**Run 1: close-up of the layout**

Window x 300 to 325, y 207 to 232 um. Cells in gray, sequential cells in the stronger gray; small squares are vias.
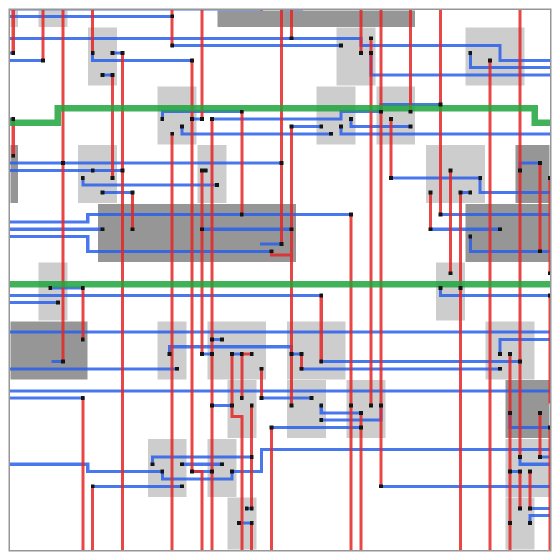
**Run 1: metal 1**

Scale: 1 px per um.
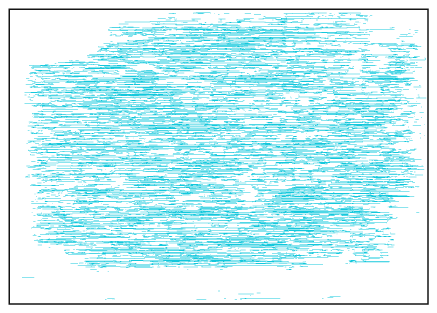
**Run 1: routing congestion**

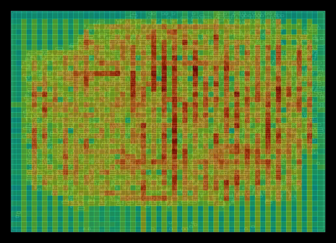
`config.mk`:
```
export PLATFORM = sky130hd
export DESIGN_NAME = ddr5_bank_sequencer
export DESIGN_NICKNAME = d
export VERILOG_FILES = /design/src/rtl/ddr5_bank_sequencer.sv
export SDC_FILE = /design/constraint.sdc
export NUM_CORES = 1
export LEC_CHECK = 0
export ABC_AREA = 1
export CAP_MARGIN = 20
export CELL_PAD_IN_SITES_DETAIL_PLACEMENT = 1
export CELL_PAD_IN_SITES_GLOBAL_PLACEMENT = 1
export CORE_ASPECT_RATIO = 0.7
export CORE_MARGIN = 2
export CORE_UTILIZATION = 25
export DETAILED_ROUTE_END_ITERATION = 8
export PLACE_DENSITY = 0.48
export SYNTH_ARGS = -nofsm -noshare
export SYNTH_HDL_FRONTEND = slang
export SYNTH_SLANG_ARGS = --single-unit
```
`constraint.sdc`:
```
create_clock -name clock -period 24 [get_ports clock]
set_input_delay 4.8 -clock clock [delete_from_list [all_inputs] [get_ports clock]]
set_output_delay 4.8 -clock clock [all_outputs]
set_load 0.005 [all_outputs]
```
`src/rtl/ddr5_bank_sequencer.sv`:
```
`default_nettype none
// ==========================================================================
// ddr5_bank_sequencer : per-channel DDR5 ACT/CAS/PRE/REF command sequencer
// Revision 1.0
// ==========================================================================
module ddr5_bank_sequencer #(
   parameter int BG_W      = 3,
   parameter int BA_W      = 2,
   parameter int ROW_W     = 16,
   parameter int COL_W     = 10,
   parameter int T_RCD     = 3,
   parameter int T_RP      = 3,
   parameter int T_RFC     = 8,
   parameter int OPEN_PAGE = 0,
   localparam int ADDR_W   = (ROW_W > COL_W) ? ROW_W : COL_W
) (
   input  logic              clock,
   input  logic              reset,
   input  logic              req_valid,
   output logic              req_ready,
   input  logic              req_op,
   input  logic [BG_W-1:0]   req_bg,
   input  logic [BA_W-1:0]   req_bank,
   input  logic [ROW_W-1:0]  req_row,
   input  logic [COL_W-1:0]  req_col,
   input  logic              ref_req,
   output logic              ref_ack,
   output logic [3:0]        cmd,
   output logic [BG_W-1:0]   cmd_bg,
   output logic [BA_W-1:0]   cmd_bank,
   output logic              cmd_all,
   output logic [ADDR_W-1:0] cmd_addr,
   output logic              cmd_row_col,
   output logic              done,
   output logic              page_hit
);
   localparam int BK_W   = BG_W + BA_W;
   localparam int N_BANK = 1 << BK_W;
   localparam int T_MAX  = (T_RCD > T_RP) ? ((T_RCD > T_RFC) ? T_RCD : T_RFC)
                                          : ((T_RP  > T_RFC) ? T_RP  : T_RFC);
   localparam int CNT_W  = $clog2(T_MAX) + 1;

   localparam logic [3:0] CMD_NOP  = 4'd0;
   localparam logic [3:0] CMD_ACT0 = 4'd1;
   localparam logic [3:0] CMD_ACT1 = 4'd2;
   localparam logic [3:0] CMD_RD0  = 4'd3;
   localparam logic [3:0] CMD_RD1  = 4'd4;
   localparam logic [3:0] CMD_WR0  = 4'd5;
   localparam logic [3:0] CMD_WR1  = 4'd6;
   localparam logic [3:0] CMD_PRE  = 4'd7;
   localparam logic [3:0] CMD_REF  = 4'd8;

   // What follows the precharge wait: re-activate, return idle, or refresh
   localparam logic [1:0] PM_CONFLICT = 2'd0;
   localparam logic [1:0] PM_CLOSE    = 2'd1;
   localparam logic [1:0] PM_REFRESH  = 2'd2;

   typedef enum logic [3:0] {
      S_IDLE, S_PRE, S_WRP, S_ACT0, S_ACT1, S_WRCD, S_CAS0, S_CAS1, S_REF, S_WRFC
   } state_t;

   state_t            state, next_state;
   logic [CNT_W-1:0]  cnt, cnt_d;
   logic [1:0]        pre_mode, pre_mode_d;

   logic              lat_op;
   logic [BG_W-1:0]   lat_bg;
   logic [BA_W-1:0]   lat_bank;
   logic [ROW_W-1:0]  lat_row;
   logic [COL_W-1:0]  lat_col;

   logic [N_BANK-1:0] open_bits;
   logic [ROW_W-1:0]  open_row [N_BANK];

   logic [BK_W-1:0]   req_idx, f_idx;
   logic              req_open, req_hit, accept;
   logic              f_op;
   logic [BG_W-1:0]   f_bg;
   logic [BA_W-1:0]   f_bank;
   logic [ROW_W-1:0]  f_row;
   logic [COL_W-1:0]  f_col;

   logic [3:0]        cmd_d;
   logic [BG_W-1:0]   bg_d;
   logic [BA_W-1:0]   bank_d;
   logic [ADDR_W-1:0] addr_d;
   logic              all_d, rc_d, done_d, hit_d, ready_d, ack_d;

   always_ff @(posedge clock or posedge reset) begin
      if (reset) state <= S_IDLE;
      else       state <= next_state;
   end

   always_comb begin
      req_idx    = {req_bg, req_bank};
      req_open   = open_bits[req_idx];
      req_hit    = req_open && (open_row[req_idx] == req_row);
      accept     = (state == S_IDLE) && req_valid && req_ready;
      // Fields of the current request: live inputs in the accept cycle, latched afterwards
      f_op       = accept ? req_op   : lat_op;
      f_bg       = accept ? req_bg   : lat_bg;
      f_bank     = accept ? req_bank : lat_bank;
      f_row      = accept ? req_row  : lat_row;
      f_col      = accept ? req_col  : lat_col;
      f_idx      = {f_bg, f_bank};

      next_state = state;
      cnt_d      = cnt;
      pre_mode_d = pre_mode;

      case (state)
         S_IDLE: begin
            if (accept) begin
               if (req_hit) begin
                  next_state = S_CAS0;
               end else if (req_open) begin
                  next_state = S_PRE;
                  pre_mode_d = PM_CONFLICT;
               end else begin
                  next_state = S_ACT0;
               end
            end else if (ref_req) begin
               if (|open_bits) begin
                  next_state = S_PRE;
                  pre_mode_d = PM_REFRESH;
               end else begin
                  next_state = S_REF;
               end
            end
         end
         S_PRE: begin
            next_state = S_WRP;
            cnt_d      = CNT_W'(T_RP);
         end
         S_WRP: begin
            cnt_d = cnt - 1'b1;
            if (cnt == CNT_W'(1)) begin
               case (pre_mode)
                  PM_REFRESH: next_state = S_REF;
                  PM_CLOSE:   next_state = S_IDLE;
                  default:    next_state = S_ACT0;
               endcase
            end
         end
         S_ACT0: next_state = S_ACT1;
         S_ACT1: begin
            next_state = S_WRCD;
            cnt_d      = CNT_W'(T_RCD);
         end
         S_WRCD: begin
            cnt_d = cnt - 1'b1;
            if (cnt == CNT_W'(1)) next_state = S_CAS0;
         end
         S_CAS0: next_state = S_CAS1;
         S_CAS1: begin
            if (OPEN_PAGE != 0) begin
               next_state = S_IDLE;
            end else begin
               next_state = S_PRE;
               pre_mode_d = PM_CLOSE;
            end
         end
         S_REF: begin
            next_state = S_WRFC;
            cnt_d      = CNT_W'(T_RFC);
         end
         S_WRFC: begin
            cnt_d = cnt - 1'b1;
            if (cnt == CNT_W'(1)) next_state = S_IDLE;
         end
         default: next_state = S_IDLE;
      endcase

      // Outputs are registered, so they are decoded from the state being entered
      cmd_d   = CMD_NOP;
      bg_d    = '0;
      bank_d  = '0;
      addr_d  = '0;
      all_d   = 1'b0;
      rc_d    = 1'b0;
      done_d  = (next_state == S_CAS1);
      hit_d   = accept && req_hit;
      ack_d   = (state == S_WRFC) && (next_state == S_IDLE);
      // The refresh being acknowledged must not block a waiting request
      ready_d = (next_state == S_IDLE) && (!ref_req || state == S_WRFC);

      case (next_state)
         S_ACT0, S_ACT1: begin
            cmd_d              = (next_state == S_ACT0) ? CMD_ACT0 : CMD_ACT1;
            bg_d               = f_bg;
            bank_d             = f_bank;
            addr_d[ROW_W-1:0]  = f_row;
         end
         S_CAS0, S_CAS1: begin
            if (next_state == S_CAS0) cmd_d = f_op ? CMD_WR0 : CMD_RD0;
            else                      cmd_d = f_op ? CMD_WR1 : CMD_RD1;
            bg_d               = f_bg;
            bank_d             = f_bank;
            addr_d[COL_W-1:0]  = f_col;
            rc_d               = 1'b1;
         end
         S_PRE: begin
            cmd_d = CMD_PRE;
            if (pre_mode_d == PM_REFRESH) begin
               all_d = 1'b1;
            end else begin
               bg_d   = f_bg;
               bank_d = f_bank;
            end
         end
         S_REF: begin
            cmd_d = CMD_REF;
            all_d = 1'b1;
         end
         default: cmd_d = CMD_NOP;
      endcase
   end

   always_ff @(posedge clock or posedge reset) begin
      if (reset) begin
         cnt         <= '0;
         pre_mode    <= PM_CONFLICT;
         lat_op      <= 1'b0;
         lat_bg      <= '0;
         lat_bank    <= '0;
         lat_row     <= '0;
         lat_col     <= '0;
         open_bits   <= '0;
         for (int i = 0; i < N_BANK; i++) open_row[i] <= '0;
         cmd         <= CMD_NOP;
         cmd_bg      <= '0;
         cmd_bank    <= '0;
         cmd_all     <= 1'b0;
         cmd_addr    <= '0;
         cmd_row_col <= 1'b0;
         done        <= 1'b0;
         page_hit    <= 1'b0;
         req_ready   <= 1'b0;
         ref_ack     <= 1'b0;
      end else begin
         cnt      <= cnt_d;
         pre_mode <= pre_mode_d;
         if (accept) begin
            lat_op   <= req_op;
            lat_bg   <= req_bg;
            lat_bank <= req_bank;
            lat_row  <= req_row;
            lat_col  <= req_col;
         end
         if (state == S_ACT0) begin
            open_bits[f_idx] <= 1'b1;
            open_row[f_idx]  <= f_row;
         end
         if (next_state == S_PRE) begin
            if (pre_mode_d == PM_REFRESH) open_bits <= '0;
            else                          open_bits[f_idx] <= 1'b0;
         end
         cmd         <= cmd_d;
         cmd_bg      <= bg_d;
         cmd_bank    <= bank_d;
         cmd_all     <= all_d;
         cmd_addr    <= addr_d;
         cmd_row_col <= rc_d;
         done        <= done_d;
         page_hit    <= hit_d;
         req_ready   <= ready_d;
         ref_ack     <= ack_d;
      end
   end
endmodule
`default_nettype wire

```
==> flow_metrics.tcl, run 1 <==
# flow metrics
set metrics [dict create \
    status "finished clean" \
    htree_num_levels 3 \
    clk_latency_ns 0.66 \
    die_x_um 417 \
    crit_required_ns 24.49 \
    mux_area_share_pct 4.22 \
    slew_viol_final 0 \
    fin_skew_ns 0.0214 \
    synthXorXnorAreaFrac_pct 0.0293 \
    placed_area_sq_um 31900 \
    simple_gate_share_pct 26.6 \
    fin_ws_ns 14.15 \
    ys_sh_aoi_pct 9.66 \
    seq-power_w 0.00150 \
    yosys.stat.seqShare_pct 51.7 \
    cpMaxStageDelayCell "buf_4" \
    ys_area_sq_um 29900 \
    tool_warnings 36 \
    vias 24600 \
    overflow 0 \
    antenna_found_initial 1 \
    rsz0062_at_grt "no" \
    fp_nets 3678 \
    place.gp.congestion 0.749 \
    cts_buffers 71 \
    worstMarginPinSlew_ns 1.05 \
    hp-start "open_row[403]$_DFFE_PP0P_" \
    p_sw_share_pct 38.4 \
    design_area_sq_um 34300 \
]
## Picture notes: 'close-up of the layout'
Key: M2 = red; M3 = green; M1 = blue
Most frequent: nand2_1 (5), nand3_1 (5), inv_1 (4). 23 logic cells have their middle in the window. Sequential cells in the window: 1. Netlist names of flops here include open_row (1).

## Picture notes: 'metal 1'
The wires run mostly horizontal. The layer holds 53% of the routed length. The layer carries 61.2 mm of wire.

## Picture notes: 'routing congestion'
Wirelength per Cell: 22.3 um
final core utilization: 28.8%
GRT met1 Usage: 29.4%
GR Util met2: 28.0%
GRT met3 Usage: 3.23%

run 1: cells in the mapped netlist, drive strengths merged (5+ instances only):
master / number
nand2: 1387
dfrtp: 617
nand3: 414
o21ai: 286
inv: 255
buf: 158
mux2: 112
clkbuf: 100
nor2: 90
o21a: 51
o211ai: 50
a21oi: 45
a2bb2oi: 26
or2: 12
nor4: 8
nor3: 6
nand3b: 5
run 1: stage by stage:
stage	hold WS, ns	util, %	std cells
finish	0.467	28.8	5216
global route	0.487	28.8	5215
CTS	0.473	28.8	5214
detailed placement	0.459	26.8	5084
global placement	0.455	26.8	5084
floorplan	0.437	-	3639
run 1: logic make-up (layout without fill, tap and decap cells):
kind of cell,Yosys count,count (layout)
and+or+nand+nor,1924,1924
AOI/OAI and AO/OA,467,467
DFF,617,617
xor gates and xnor gates,1,1
buffers and inverters,515,525
other,0,1
muxes,112,112
adders and majority gates,3,3
run 1: worst min-delay path, cell delays in order (launching register included):
cell and delay [ns]:
dfrtp_1 0.34, nand2_1 0.05, nand2_1 0.04
run 1: layout make-up:
cell class	instances	area [sq um]
fill	14000	84700
multi-input combinational	2507	12300
antenna	1	2.50
timing repair buffer	138	1240
inverter	257	986
clock inverter	23	204
sequential	617	15400
tap	1566	1960
clock buffer	107	2140
run 1: state kept, by name (all words and copies together) (netlist names), named ones only:
signal,flops
page_hit,1
cmd_addr,16
cnt,4
lat_bg,3
open_row,512
cmd_bank,2
cmd_row_col,1
cmd_all,1
req_ready,1
lat_row,16
state,4
cmd,4
lat_op,1
cmd_bg,3
lat_bank,2
pre_mode,2
done,1
ref_ack,1
open_bits,31
lat_col,10
run 1: layer usage:
layer | vias up | wire length (um)
met4 | 0 | 2570
met5 | - | 0
met1 | 12500 | 61200
li1 | 11600 | -
met3 | 126 | 4370
met2 | 352 | 48300
**Run 1: sequential cells grouped by signal name**

Scale: 1 px per um.
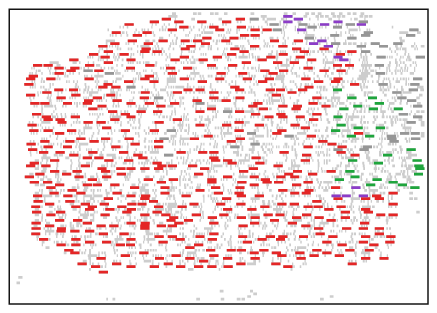

==> run 2, diff against run 1 <==
clock period = 9.1 ns   (was 24 ns; I/O delays follow)
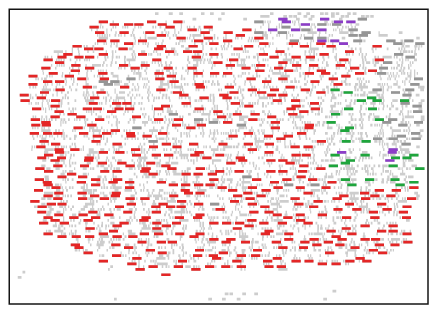
**Above:** run 2 (sequential cells grouped by signal name).
Scale: 1 px per um.
Key: open_row = red [placed flops 512, where widely spread]; open_bits = green [placed flops 31, where east]; cmd_addr = purple [placed flops 16]
Another 58 sequential cells are not colored.
sequential power: 0.00396 W
FF/Latch Area: 15,400 sq um
final core utilization: 28.8%
sequential cell area share: 45.0%

==> run 2 against run 1 <==
Effect of this change:
- sequential share of layout area is essentially flat
- flip-flop count is the same
- via count about the same
- routed wire length up 0.40%
- setup slack worse by 11 ns
- cell count decreased by 0.12%
- core utilization about the same
- count of clock-buffer cells in the layout down 6
- critical path type unchanged
- largest cell class unchanged
==> flow_metrics.tcl, run 2 <==
# flow metrics
set metrics [dict create \
    worst_hold_slack_ns 0.469 \
    placed_cells 5091 \
    hp-start "open_row[247]$_DFFE_PP0P_" \
    die_x_um 417 \
    most_common_cell "nand2_1" \
    rsz0062_at_grt "no" \
    p_sw_share_pct 38.8 \
    regMostFlops "open_row" \
    antenna_found_initial 5 \
    yosys-top-cells-count "nand2_1, dfrtp_1, nand3_1" \
    vias 24600 \
    clk_latency_ns 0.67 \
    status "finished clean" \
    yosys.stat.seqShare_pct 51.7 \
    fin_skew_ns 0.0277 \
    worstMarginPinSlew_ns 1.17 \
    top_regs "open_row: 512 flops, open_bits: 31 flops" \
    largest_register_ffs 512 \
    cts_buffers 69 \
    fp_nets 3678 \
    place.gp.congestion 0.754 \
    final_cells 5210 \
    placed_area_sq_um 32000 \
    crit_required_ns 9.61 \
    fill_cells 14000 \
]
[run 2: cells by family (layout without fill, tap and decap cells)]
logic type / Yosys count / count (layout) / synth area share, %
muxes: 112 / 112 / 4.22
adders and majority gates: 3 / 3 / 0.126
AOI/OAI and AO/OA: 467 / 467 / 9.66
xor gates and xnor gates: 1 / 1 / 0.0293
other: 0 / 3 / 0
DFF: 617 / 617 / 51.7
and+or+nand+nor: 1924 / 1924 / 26.6
buffers and inverters: 515 / 517 / 7.72
[run 2: layout make-up]
| type | count | area (sq um) | area share (%) |
|---|---|---|---|
| antenna | 3 | 7.51 | 0.0219 |
| clock buffer | 101 | 2070 | 6.04 |
| clock inverter | 15 | 171 | 0.500 |
| inverter | 257 | 982 | 2.87 |
| multi-input combinational | 2507 | 12300 | 35.9 |
| sequential | 617 | 15400 | 45.0 |
| tap | 1566 | 1960 | 5.72 |
| timing repair buffer | 144 | 1350 | 3.92 |
[run 2: critical path, stage by stage]
cell	delay, ns
buf_8	0.28
inv_8	0.66
buf_12	0.44
nand2_1	0.09
nand3_1	0.09
nand3_1	0.13
nand2_1	0.13
nand2_1	0.06
nand3_1	0.25
nand2_1	0.09
nand2_1	0.07
nand2_1	0.09
nor2_1	0.29
nand2_1	0.11
nor2_2	0.22
nand2_1	0.11
nand2_2	0.12
nand2_1	0.07
o21ai_2	0.07
nand3_2	0.73
a21oi_1	0.39
a21oi_1	0.06
[run 2: layer usage]
layer	GRT usage (%)	part of all wire, %	wire length, um
met1	30.4	53	62300
met2	27.6	41	47800
met3	2.65	4.1	4800
met4	3.91	1.8	2100
met5	0	0	0
**Run 2: close-up of the layout**

Window x 300 to 325, y 207 to 232 um. Cells in gray, sequential cells in the stronger gray; small squares are vias.
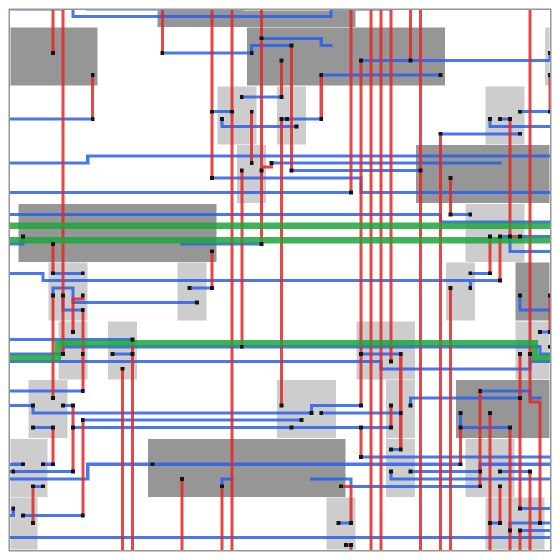

==> run 3, diff against run 2 <==
clock period = 5.6 ns   (was 9.1 ns; I/O delays follow)
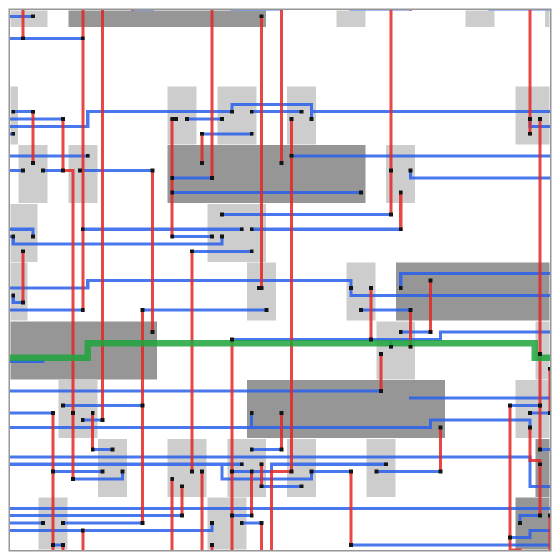
**Above:** run 3 (close-up of the layout).
Window x 300 to 325, y 207 to 232 um. Cells in gray, sequential cells in the stronger gray; small squares are vias.
Key: M3 = green; M1 = blue; M2 = red
Sequential cells in the window: 4. Netlist names of flops here include open_row (4). 25 logic cells have their middle in the window. Most frequent: nand2_1 (9).

==> run 3 against run 2 <==
Effect of this change:
- flip-flop count unchanged
- routed wire length up 1.2%
- die area is the same
- global-route usage up 0.26 points
- largest cell class unchanged
- critical path type unchanged
- cell count grew 1.1%
- setup slack worse by 1.8 ns
- combinational power is 67% higher
- clock power rose by 66%
- total power increased by 65%
- cell area up 2.0%
- sequential power is 62% higher
- clock skew fell by 0.0022 ns
==> flow_metrics.tcl, run 3 <==
# flow metrics
set metrics [dict create \
    lay_top_count "nand2_1" \
    ys_area_sq_um 29900 \
    area_delta_synth_final_pct 17.0 \
    fill_cells 13900 \
    worst_hold_slack_ns 0.471 \
    die_x_um 417 \
    slew_viol_final 0 \
    rows 106 \
    cts_buffers 71 \
    hp-start "open_row[357]$_DFFE_PP0P_" \
    vias 24800 \
    placed_cells 5136 \
    tool_warnings 34 \
    antenna_found_initial 2 \
    crit_top_cell "nand2_1" \
    port_buffers 66 \
    fin_ws_ns 1.38 \
    final_cells 5269 \
    r2r_start "state[0]$_DFF_PP0_" \
    status "finished clean" \
    fin_skew_ns 0.0255 \
    yosys-top-cells-count "nand2_1, dfrtp_1, nand3_1" \
    overflow 0 \
    most_common_cell "nand2_1" \
    critPathMaxStageDelay_ns 0.47 \
    rsz0062_at_grt "no" \
    routedWlPerCell_um 22.5 \
    final_util_pct 29.4 \
    largest_register_ffs 512 \
    regMostFlops "open_row" \
    fp_nets 3678 \
]
run 3: netlist changes by cell type in the layout (fill, tap and decap cells not counted), moves of 2 or more:
cell and delta:
buf_12 +16, buf_4 +28, clkbuf_1 +12, clkbuf_16 +5, clkbuf_8 -5, clkinv_2 +2
clkinv_4 +2, inv_6 -4
run 3: where the power goes:
part / switching (W) / internal [W]
Clock: 0.00204 / 0.00280
Sequential: 0.000617 / 0.00580
Combinational: 0.00374 / 0.00170
run 3: worst max-delay path, delay by kind of cell:
kind / cells / cell delay (ns)
buffers and inverters: 4 / 1.07
AND/OR/NAND/NOR: 20 / 2.46
run 3: cells by family after synthesis:
| group | Yosys count | share of synthesized area [%] |
|---|---|---|
| compound gates | 467 | 9.66 |
| xor+xnor | 1 | 0.0293 |
| flops | 617 | 51.7 |
| simple gates | 1924 | 26.6 |
| mux | 112 | 4.22 |
| fa+ha+maj | 3 | 0.126 |
| buf+inv | 515 | 7.72 |
run 3: routing by layer:
layer	vias up	wire [um]	global-route usage, %	share of wire [%]
met3	131	4430	2.80	3.7
met1	12500	63300	30.8	54
met2	415	48300	27.9	41
li1	11700	-	-	-
met5	-	0	0	0
met4	0	2280	4.09	1.9
run 3: area by class of cell:
| type | count | area (sq um) | share of cell area [%] |
|---|---|---|---|
| Antenna cell | 3 | 7.51 | 0.0215 |
| Clock buffer | 113 | 2170 | 6.21 |
| Clock inverter | 16 | 180 | 0.515 |
| Inverter | 257 | 982 | 2.81 |
| Multi-Input combinational cell | 2507 | 12300 | 35.2 |
| Sequential cell | 617 | 15400 | 44.2 |
| Tap cell | 1566 | 1960 | 5.60 |
| Timing Repair Buffer | 190 | 1920 | 5.49 |
Power and IR drop assume default switching activity.
